===== src/rtl/ascon_init_seq_pkg.sv =====
// Shared types and constants for the Ascon-128 initialization sequencer.
package ascon_init_seq_pkg;

  // Five 64-bit state words; index 0 is x0.
  typedef logic [4:0][63:0] state_t;

  localparam logic [63:0] ASCON128_IV = 64'h80400c0600000000;

  // Width of the watchdog counter.
  localparam int WD_W = 5;

  typedef enum logic [2:0] {
    ST_IDLE,
    ST_LOAD,
    ST_START,
    ST_WAIT,
    ST_FINAL,
    ST_DONE,
    ST_DRAIN
  } fsm_t;

  // Assemble IV || K || N into the five state words.
  function automatic state_t init_state(input logic [63:0]  iv,
                                        input logic [127:0] key,
                                        input logic [127:0] nonce);
    state_t s;
    s[0] = iv;
    s[1] = key[127:64];
    s[2] = key[63:0];
    s[3] = nonce[127:64];
    s[4] = nonce[63:0];
    return s;
  endfunction

  // Closing key XOR that finishes the initialization phase.
  function automatic state_t final_key_xor(input state_t s, input logic [127:0] key);
    state_t r;
    r    = s;
    r[3] = s[3] ^ key[127:64];
    r[4] = s[4] ^ key[63:0];
    return r;
  endfunction

endpackage


===== src/rtl/ascon_init_seq.sv =====
// Ascon-128 initialization sequencer: accepts key/nonce, launches the init
// permutation engine, captures its state stream, applies the closing key XOR
// and hands the 320-bit state to the consumer. Includes abort and watchdog.
module ascon_init_seq
  import ascon_init_seq_pkg::*;
#(
  parameter logic [63:0] IV      = ASCON128_IV,
  parameter int          TIMEOUT = 16
) (
  input  logic         clk_i,
  input  logic         rst_n_i,
  input  logic         cmd_valid_i,
  output logic         cmd_ready_o,
  input  logic [127:0] key_i,
  input  logic [127:0] nonce_i,
  input  logic         abort_i,
  output logic         out_valid_o,
  input  logic         out_ready_i,
  output state_t       state_o,
  output logic         error_o,
  output logic         busy_o,
  output logic         perm_start_o,
  output state_t       perm_state_o,
  input  state_t       perm_state_i,
  input  logic         perm_update_i,
  input  logic         perm_done_i
);

  // Counter value on the last WAIT/DRAIN cycle that is still within budget.
  localparam logic [WD_W-1:0] WD_LAST = WD_W'(TIMEOUT - 1);

  fsm_t            fsm_q, fsm_d;
  logic [127:0]    key_q, key_d;
  logic [127:0]    nonce_q, nonce_d;
  state_t          work_q, work_d;
  state_t          perm_q, perm_d;
  logic [WD_W-1:0] wd_q, wd_d;
  logic            error_q, error_d;
  logic            cmd_ready_q, cmd_ready_d;
  logic            busy_q, busy_d;
  logic            out_valid_q, out_valid_d;
  logic            start_q, start_d;
  logic            wd_expired;

  assign wd_expired = (wd_q == WD_LAST);

  // Next-state, datapath and registered-output computation.
  always_comb begin
    fsm_d   = fsm_q;
    key_d   = key_q;
    nonce_d = nonce_q;
    work_d  = work_q;
    perm_d  = perm_q;
    wd_d    = wd_q;
    error_d = 1'b0;

    case (fsm_q)
      ST_IDLE: begin
        if (cmd_valid_i) begin
          key_d   = key_i;
          nonce_d = nonce_i;
          fsm_d   = ST_LOAD;
        end
      end
      ST_LOAD: begin
        if (abort_i) begin
          fsm_d = ST_IDLE;
        end else begin
          work_d = init_state(IV, key_q, nonce_q);
          perm_d = init_state(IV, key_q, nonce_q);
          fsm_d  = ST_START;
        end
      end
      ST_START: begin
        wd_d  = '0;
        fsm_d = abort_i ? ST_IDLE : ST_WAIT;
      end
      ST_WAIT: begin
        if (perm_update_i) work_d = perm_state_i;
        if (perm_done_i) begin
          // An abort coinciding with completion needs no drain.
          fsm_d = abort_i ? ST_IDLE : ST_FINAL;
        end else if (wd_expired) begin
          error_d = 1'b1;
          fsm_d   = ST_IDLE;
        end else begin
          wd_d = wd_q + 1'b1;
          if (abort_i) fsm_d = ST_DRAIN;
        end
      end
      ST_DRAIN: begin
        // The engine cannot be stopped; wait for it to finish, still guarded.
        if (perm_done_i) begin
          fsm_d = ST_IDLE;
        end else if (wd_expired) begin
          error_d = 1'b1;
          fsm_d   = ST_IDLE;
        end else begin
          wd_d = wd_q + 1'b1;
        end
      end
      ST_FINAL: begin
        if (abort_i) begin
          fsm_d = ST_IDLE;
        end else begin
          work_d = final_key_xor(work_q, key_q);
          fsm_d  = ST_DONE;
        end
      end
      ST_DONE: begin
        // Ready wins over abort: both leave DONE, the transfer counts.
        if (out_ready_i || abort_i) fsm_d = ST_IDLE;
      end
      default: fsm_d = ST_IDLE;
    endcase

    cmd_ready_d = (fsm_d == ST_IDLE);
    busy_d      = (fsm_d != ST_IDLE);
    out_valid_d = (fsm_d == ST_DONE);
    start_d     = (fsm_d == ST_START);
  end

  // State, datapath and output registers; everything clears on reset.
  always_ff @(posedge clk_i or negedge rst_n_i) begin
    if (!rst_n_i) begin
      fsm_q       <= ST_IDLE;
      key_q       <= '0;
      nonce_q     <= '0;
      work_q      <= '0;
      perm_q      <= '0;
      wd_q        <= '0;
      error_q     <= 1'b0;
      cmd_ready_q <= 1'b0;
      busy_q      <= 1'b0;
      out_valid_q <= 1'b0;
      start_q     <= 1'b0;
    end else begin
      fsm_q       <= fsm_d;
      key_q       <= key_d;
      nonce_q     <= nonce_d;
      work_q      <= work_d;
      perm_q      <= perm_d;
      wd_q        <= wd_d;
      error_q     <= error_d;
      cmd_ready_q <= cmd_ready_d;
      busy_q      <= busy_d;
      out_valid_q <= out_valid_d;
      start_q     <= start_d;
    end
  end

  assign cmd_ready_o  = cmd_ready_q;
  assign busy_o       = busy_q;
  assign out_valid_o  = out_valid_q;
  assign error_o      = error_q;
  assign state_o      = work_q;
  assign perm_state_o = perm_q;
  // An abort in START must keep the engine from ever being launched.
  assign perm_start_o = start_q & ~abort_i;

endmodule


===== config.mk =====
export PLATFORM = sky130hd
export DESIGN_NAME = ascon_init_seq
export DESIGN_NICKNAME = d
export VERILOG_FILES = /design/src/rtl/ascon_init_seq_pkg.sv /design/src/rtl/ascon_init_seq.sv
export SDC_FILE = /design/constraint.sdc
export NUM_CORES = 1
export LEC_CHECK = 0
export ABC_AREA = 1
export CORE_AREA = 2 2 483 485
export DETAILED_ROUTE_END_ITERATION = 7
export DIE_AREA = 0 0 485 487
export PLACE_DENSITY = 0.39
export REMOVE_ABC_BUFFERS = 1
export SETUP_SLACK_MARGIN = 0.5
export SLEW_MARGIN = 20
export SYNTH_ARGS = -nofsm -noshare
export SYNTH_HDL_FRONTEND = slang
export SYNTH_SLANG_ARGS = --single-unit
export TNS_END_PERCENT = 100

===== constraint.sdc =====
create_clock -name clk_i -period 2.7 [get_ports clk_i]
set_input_delay 0.81 -clock clk_i [delete_from_list [all_inputs] [get_ports clk_i]]
set_output_delay 0.81 -clock clk_i [all_outputs]
set_load 0.03 [all_outputs]

io_placement.png
Pins as bars across the die edge, other pins in gray.
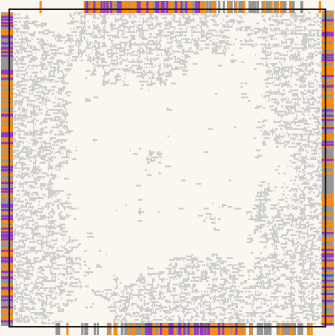
[perm_update_i] blue | pins: 1 | direction: input | edge: right
[perm_state_o] orange | pins: 320 | direction: output | edge: 92 left, 89 right, 71 top, 68 bottom
[nonce_i] purple | pins: 128 | direction: input | edge: 51 left, 29 right, 25 top, 23 bottom
all pins by edge: 356 right, 354 left, 263 top, 255 bottom
die height: 487 um
die width: 485 um
number of port buffers: 1169

flops_by_reg.png
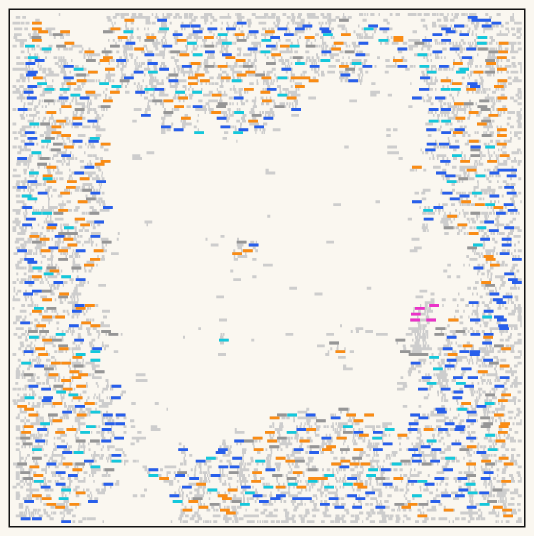
[key_q] cyan | placed flops: 128 | where: spread over the die
[state_o] blue | placed flops: 320 | where: spread over the die
[perm_state_o] orange | placed flops: 257 | where: spread over the die
[wd_q] magenta | placed flops: 5 | where: right middle
not colored: 136
register share of the cell area: 35.9%
Core Util, Final: 25.6%

==> impl_metrics.csv <==
group,metric,value,unit
outcome,status,"finished clean",
timing,worstMarginPinSlew,0.664,ns
timing,max_slew_margin,55.8,%
flow_run,openroad.warnings,27,
critical_path,worstPathBufferInverterCount,2,
flow_run,cap_violations,0,
routing,wl_per_cell,22.7,um
routing,via_per_inst,4.03,
place,hpwl,156000,um
logic_synthesis,yosys_warnings,0,
die,fp_util,16.2,%
critical_path,cp_data_required_time,1.89,ns
critical_path,path_cells,"buf_4 -> buf_6",
timing,period_used_share,86.2,%
clock_tree,postCtsHoldBufs,1,
timing,rsz0062_at_grt,"yes",
pwr,leakage,27.8,nW
critical_path,crit_slowest_cell,"dfrtp_2",
logic_synthesis,edf_count,0,
timing,fin_hold_ws,0.472,ns
routing,wirelength,206000,um
critical_path,crit_arrival,1.52,ns
global_route,grt_pass1_wl,288000,um
timing,timing.final.ws_setup,0.373,ns
logic_synthesis,synth.top_cell.area_share,56.6,%
clock_tree,path_clk_slew,0.06,ns
global_route,antenna_found_initial,44,
routing,drt_iter0_drc,2270,
timing,hold_viol,0,
logic_synthesis,syn_inst,4560,
pwr,ir_drop,0.000620,V
logic_synthesis,topCellsByArea,"dfrtp_1, nand2_1, a21oi_1",
logic_synthesis,ys_area,37400,um^2
logic_synthesis,yosysSeqAreaShare,56.6,%
global_route,grt_max_degree,80,
critical_path,path_class,"flop to output port",
## final timing paths
check                                       from                 to  slack [ns]  depth (start not counted)
max in group asynchronous                rst_n_i  perm_state_o[161]        1.08                          3
min in group asynchronous                rst_n_i  perm_state_o[117]        0.51                          2
worst max-delay path            perm_state_o[33]   perm_state_o[34]        0.37                          2
worst min-delay path                     wd_q[3]            wd_q[3]        0.47                          2
worst max register to register          fsm_q[1]       state_o[221]        0.64                          8
worst min register to register           wd_q[3]            wd_q[3]        0.47                          2
## kinds of logic after synthesis
logic type | share of synthesized area (%)
buffers and inverters | 8.09
and+or+nand+nor | 23.8
other | 0.0100
DFF | 56.6
adders and majority gates | 0.0669
AOI/OAI and AO/OA | 11.5
xor gates and xnor gates | 0.0468
## stage by stage
| stage | setup TNS (ns) | cells | instance area (um^2) | power (mW) |
|---|---|---|---|---|
| 3_3_place_gp | -42.50 | 8694 | 53800 | 61.9 |
| 2_1_floorplan | -4043.28 | 4253 | 35700 | 40.4 |
| 4_1_cts | 0 | 8910 | 57600 | 76.3 |
| 5_1_grt | 0 | 9075 | 59200 | 84.6 |
| 6_report | 0 | 9086 | 59200 | 79.4 |
| 3_5_place_dp | -42.88 | 8694 | 53800 | 62.0 |
## worst min-delay path: stages (launching register included)
cell and delay, ns:
dfrtp_1 0.34, nand2_1 0.05, nand2_1 0.04
## layout by cell type, fill, tap and decap left out, types with 2 or more instances in the layout
cell type / instances
buf_12: 68
nand2_1: 1290
o21ai_0: 272
o21ai_1: 52
clkbuf_1: 19
xor2_1: 2
inv_16: 2
nand2_8: 3
a21oi_2: 20
clkinv_8: 2
clkinv_4: 3
dfrtp_1: 803
inv_6: 2
inv_8: 3
clkinv_16: 3
nand3b_1: 6
buf_4: 392
a21oi_1: 496
buf_8: 3
buf_2: 21
conb_1: 58
nand4_1: 2
nand3_1: 390
inv_1: 278
nor2_4: 3
clkbuf_8: 35
clkinvlp_4: 4
clkbuf_4: 7
clkdlybuf4s50_1: 580
inv_2: 2
clkbuf_2: 35
diode_2: 14
clkinv_2: 20
bufinv_16: 6
clkbuf_16: 110
buf_6: 463
dfrtp_2: 43
nor2_1: 523
ha_1: 2
## power by group
part           leakage, nW  switching (mW)  internal (mW)
Combinational         16.2            24.9           15.4
Sequential            9.78            4.86           18.7
Clock                 1.88            6.48           9.06
Total                 27.8            36.2           43.2
## per-layer routing
layer | vias up | share of wire [%] | global-route usage (%)
met5 | - | 0.14 | 0
met4 | 42 | 2.7 | 4.46
met3 | 264 | 7.6 | 5.00
met2 | 1245 | 48 | 29.1
met1 | 17789 | 41 | 20.4
li1 | 17265 | - | -
## sequential cells by signal, indices dropped and copies added (netlist names)
signal,flops
state_o,320
perm_state_o,257
key_q,128
nonce_q,128
wd_q,5
fsm_q,3
busy_o,1
cmd_ready_o,1
error_o,1
out_valid_o,1
start_q,1
## final cells by class
type                            count  share of cell area (%)
Sequential cell                   846                    35.9
Clock buffer                      164                    5.58
Inverter                          283                    1.86
Clock inverter                     42                   0.841
Tap cell                         3043                    6.43
Timing Repair Buffer             1570                    26.5
Antenna cell                       14                  0.0592
Multi-Input combinational cell   3124                    22.8
No activity file was given, so power comes from the tool's default toggle rates.
